**src/rtl/if_fetch_seq.sv**
```systemverilog
// Instruction-fetch sequencer: one outstanding imem request at a time, feeding a
// 2-entry {pc, instr} buffer toward decode; redirects flush the buffer and kill the in-flight word.
module if_fetch_seq #(
   parameter int PC_STEP = 4
) (
   input  logic        clk,
   input  logic        rst,
   input  logic [31:0] pc_q,
   output logic [31:0] pc_next,
   output logic        pc_ena,
   input  logic        redirect_valid,
   input  logic [31:0] redirect_pc,
   output logic        imem_req,
   output logic [31:0] imem_addr,
   input  logic        imem_gnt,
   input  logic        imem_rvalid,
   input  logic [31:0] imem_rdata,
   output logic        id_valid,
   output logic [31:0] id_instr,
   output logic [31:0] id_pc,
   input  logic        id_ready
);

   localparam logic [31:0] STEP = 32'(PC_STEP);

   typedef enum logic {S_REQ = 1'b0, S_WAIT = 1'b1} state_t;

   state_t      state, state_nxt;
   logic [1:0]  cnt;
   logic        drop;
   logic [31:0] tag;
   logic [31:0] e0_pc, e0_instr, e1_pc, e1_instr;
   logic        grant, resp, push, pop;

   always_ff @(posedge clk or negedge rst) begin
      if (!rst) state <= S_REQ;
      else      state <= state_nxt;
   end

   always_comb begin
      state_nxt = state;
      if (state == S_REQ) begin
         if (grant) state_nxt = S_WAIT;
      end else begin
         if (imem_rvalid) state_nxt = S_REQ;
      end
   end

   // Request/PC-load outputs are combinational; rst gates them so reset shows idle outputs
   always_comb begin
      imem_req  = rst && (state == S_REQ) && (cnt < 2'd2) && !redirect_valid;
      imem_addr = pc_q;
      grant     = imem_req && imem_gnt;
      pc_ena    = rst && (redirect_valid || grant);
      pc_next   = 32'd0;
      if (rst && redirect_valid) pc_next = redirect_pc;
      else if (grant)            pc_next = pc_q + STEP;
   end

   assign resp = (state == S_WAIT) && imem_rvalid;
   assign push = resp && !drop && !redirect_valid;
   assign pop  = id_valid && id_ready && !redirect_valid;

   // A redirect while a word is owed (or arriving now) marks that one word as dead
   always_ff @(posedge clk or negedge rst) begin
      if (!rst) begin
         drop <= 1'b0;
         tag  <= 32'd0;
      end else if (grant) begin
         drop <= 1'b0;
         tag  <= pc_q;
      end else if (redirect_valid && ((state == S_WAIT) || imem_rvalid)) begin
         drop <= 1'b1;
      end
   end

   always_ff @(posedge clk or negedge rst) begin
      if (!rst) begin
         cnt      <= 2'd0;
         e0_pc    <= 32'd0;
         e0_instr <= 32'd0;
         e1_pc    <= 32'd0;
         e1_instr <= 32'd0;
      end else if (redirect_valid) begin
         cnt <= 2'd0;
      end else begin
         case ({push, pop})
            2'b10: begin
               if (cnt == 2'd0) begin
                  e0_pc    <= tag;
                  e0_instr <= imem_rdata;
               end else begin
                  e1_pc    <= tag;
                  e1_instr <= imem_rdata;
               end
               cnt <= cnt + 2'd1;
            end
            2'b01: begin
               e0_pc    <= e1_pc;
               e0_instr <= e1_instr;
               cnt      <= cnt - 2'd1;
            end
            2'b11: begin
               if (cnt == 2'd1) begin
                  e0_pc    <= tag;
                  e0_instr <= imem_rdata;
               end else begin
                  e0_pc    <= e1_pc;
                  e0_instr <= e1_instr;
                  e1_pc    <= tag;
                  e1_instr <= imem_rdata;
               end
            end
            default: ;
         endcase
      end
   end

   assign id_valid = (cnt != 2'd0);
   assign id_instr = e0_instr;
   assign id_pc    = e0_pc;

endmodule

```
**config.mk**
```make
export PLATFORM = sky130hd
export DESIGN_NAME = if_fetch_seq
export DESIGN_NICKNAME = d
export VERILOG_FILES = /design/src/rtl/if_fetch_seq.sv
export SDC_FILE = /design/constraint.sdc
export NUM_CORES = 1
export LEC_CHECK = 0
export CAP_MARGIN = 0
export CORE_UTILIZATION = 40
export CTS_BUF_LIST = sky130_fd_sc_hd__clkbuf_4 sky130_fd_sc_hd__clkbuf_8 sky130_fd_sc_hd__clkbuf_16
export CTS_CLUSTER_SIZE = 28
export DETAILED_ROUTE_END_ITERATION = 6
export PLACE_DENSITY = 0.72
export SYNTH_ARGS = -nofsm -noshare
export SYNTH_HDL_FRONTEND = slang
export SYNTH_SLANG_ARGS = --single-unit
```
**constraint.sdc**
```tcl
create_clock -name clk -period 2.2 [get_ports clk]
set_clock_uncertainty 0.05 [all_clocks]
set_input_delay 0.33 -clock clk [delete_from_list [all_inputs] [get_ports clk]]
set_output_delay 0.33 -clock clk [all_outputs]
set_load 0.05 [all_outputs]
```
==> out/qor.txt <==
Layout Area Growth over Synthesis = 65.0%
Share of the cycle needed by the critical path after routing = 1.33
CP Launch Type = flip-flop
Worst path slowest cell = or4b_4
Sequential share of power = 0.319
Flip-flop and latch count = 164
Violated checks = setup timing
Count of plain and timing-repair buffers = 382
Antenna violations before repair = 0
WL met3 = 1.30 mm
Crit Path Class = reg2out
OpenROAD warning count = 30
Top cell area share = 0.513
Max-cap violations = 0
Synth unique cells = 43
Worst endpoint data arrival time = 2.54 ns
Later-pin clock latency in the skew report = 0.42 ns
Sequence of cells on the critical path = or4b_4 -> clkinv_8 -> nand2_8 -> buf_4 -> buf_6 -> or4_4 -> nand3_4 -> buf_12
Beginning of the worst register-to-register path = cnt[1]
Endpoint of the most critical register-to-register path = id_pc[18]
Switching Share = 0.404
Power per Cell Area = 1070 mW/mm^2
Unrepaired setup endpoints after global routing = true
Number of tap instances = 265
Number of diodes = 0
GR met2 Demand/Resource = 0.397
Final setup slack of the worst path = -0.723 ns
Synthesized netlist cell count = 783
Clock network contribution to total cell area = 0.0494
Internal power = 8.42 mW
Pre-CTS worst setup slack = -0.848 ns
Number of clock buffers inserted by TritonCTS = 17
Root Driver = clkbuf_16
Vertical extent of the die = 143 um
Seq/Total Area, Yosys = 0.513
Fraction of standard cell area that is sequential = 0.311
Top post-synthesis cells by count = 164 x dfrtp_1, 115 x nand2_1, 78 x nor2_1, 66 x a21oi_1
Number of setup violations in the final report = 33
Biggest area cells = dfrtp_1 51%, mux2_2 9.0%, mux2i_1 8.0%
CP peak stage delay = 0.54 ns
Number of buffer and inverter stages on the critical path = 4
Grt total ovfl = 0
GPL Wtd Cong = 0.841
Combinational share of cell area = 0.282
Std-Cell Rows = 51
Met2 routed WL = 11.5 mm
HPWL Detailed = 16.3 mm
Die Width = 143 um
Total power of the final layout = 14.1 mW
Met3 demand-to-capacity share in global routing = 0.0533
Status = complete, but fails checks
WP data required = 1.82 ns
Worst ir drop on vdd = 484 uV
Boundary Pins = 233
## cells in the final DEF (no fill, tap or decap), types with 9 or more instances in the layout
cell,n
o211ai_1,16
clkdlybuf4s50_1,145
dfrtp_1,164
nand2_1,113
buf_6,13
nand3_1,12
a21oi_1,66
clkbuf_16,20
o21ai_0,10
or4_1,12
o21ai_4,12
or4_4,9
mux2i_1,62
dlygate4sd2_1,12
buf_4,132
buf_12,73
nor2_1,77
mux2_2,64
inv_1,14
## logic make-up after synthesis
logic type	share of synthesized area
mux	0.170
fa+ha+maj	0.00469
flops	0.513
buf+inv	0.0655
simple gates	0.151
compound gates	0.0815
xor+xnor	0.0142
## what timing repair did
item,CTS,global route
hold endpoints to repair,45,0
hold buffers,2,0
cloned,1,0
buffers inserted,23,9
pin swaps,25,8
setup endpoints to repair,33,74
gates resized,79,19
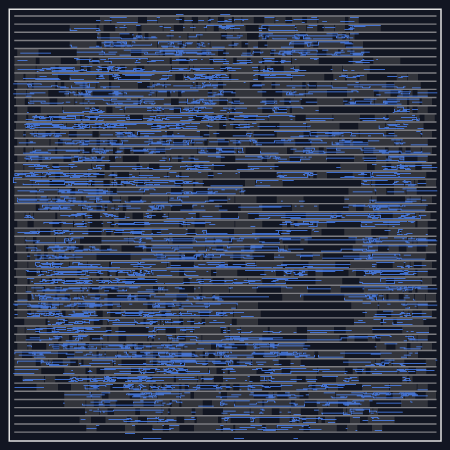
Fig. 1. The metal 1 layer.
Drawn at 3 px/um. Supply wires on this layer in grey.
The longest straight run is 55.7 um. The layer carries 10,000 um of wire. 1,044 nets have wire on it. The wires run mostly horizontal. The layer holds 43% of the routed length.
met1 track demand over resource in global routing: 0.289
total wirelength of the detailed-routed design: 23.2 mm
via count: 6,984

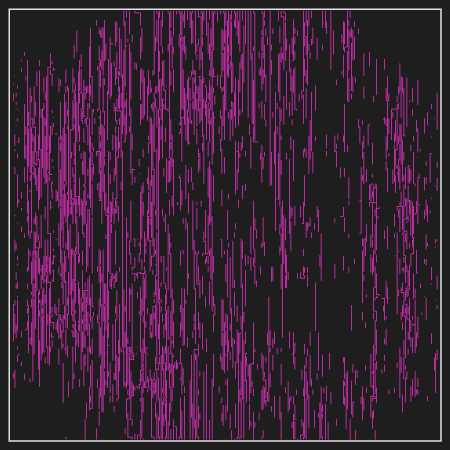
Fig. 2. Met2 routing.
Drawn at 3 px/um.
The layer carries 11,500 um of wire. 1,064 nets have wire on it. The wires run mostly vertical. The layer holds 50% of the routed length. The longest straight run is 65.3 um.

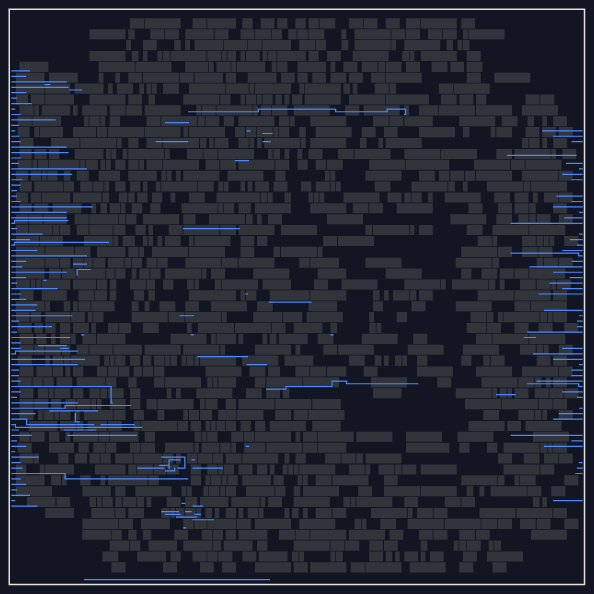
Fig. 3. Metal 3.
Drawn at 4 px/um.
The longest straight run is 46.2 um. The wires run mostly horizontal.

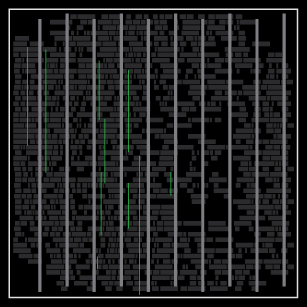
Fig. 4. The metal 4 layer.
Drawn at 2 px/um. Supply wires on this layer in grey.
The longest straight run is 69.4 um. The layer holds 1.5% of the routed length. The layer carries 353 um of wire. 7 nets have wire on it. The wires run mostly vertical.

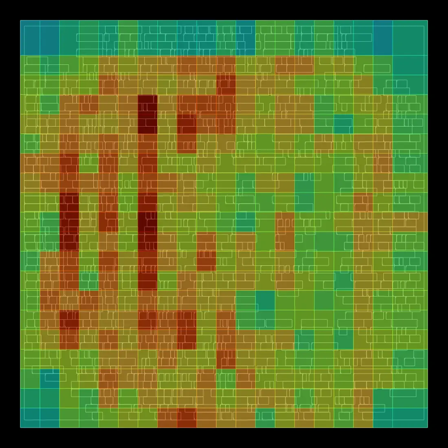
Fig. 5. Track usage over the die.
global-route usage over all layers: 0.232
post-DR wirelength/cell: 16.8 um
gr busiest metal: met2

Power figures rest on the tool's default switching activity, not on a simulated workload.
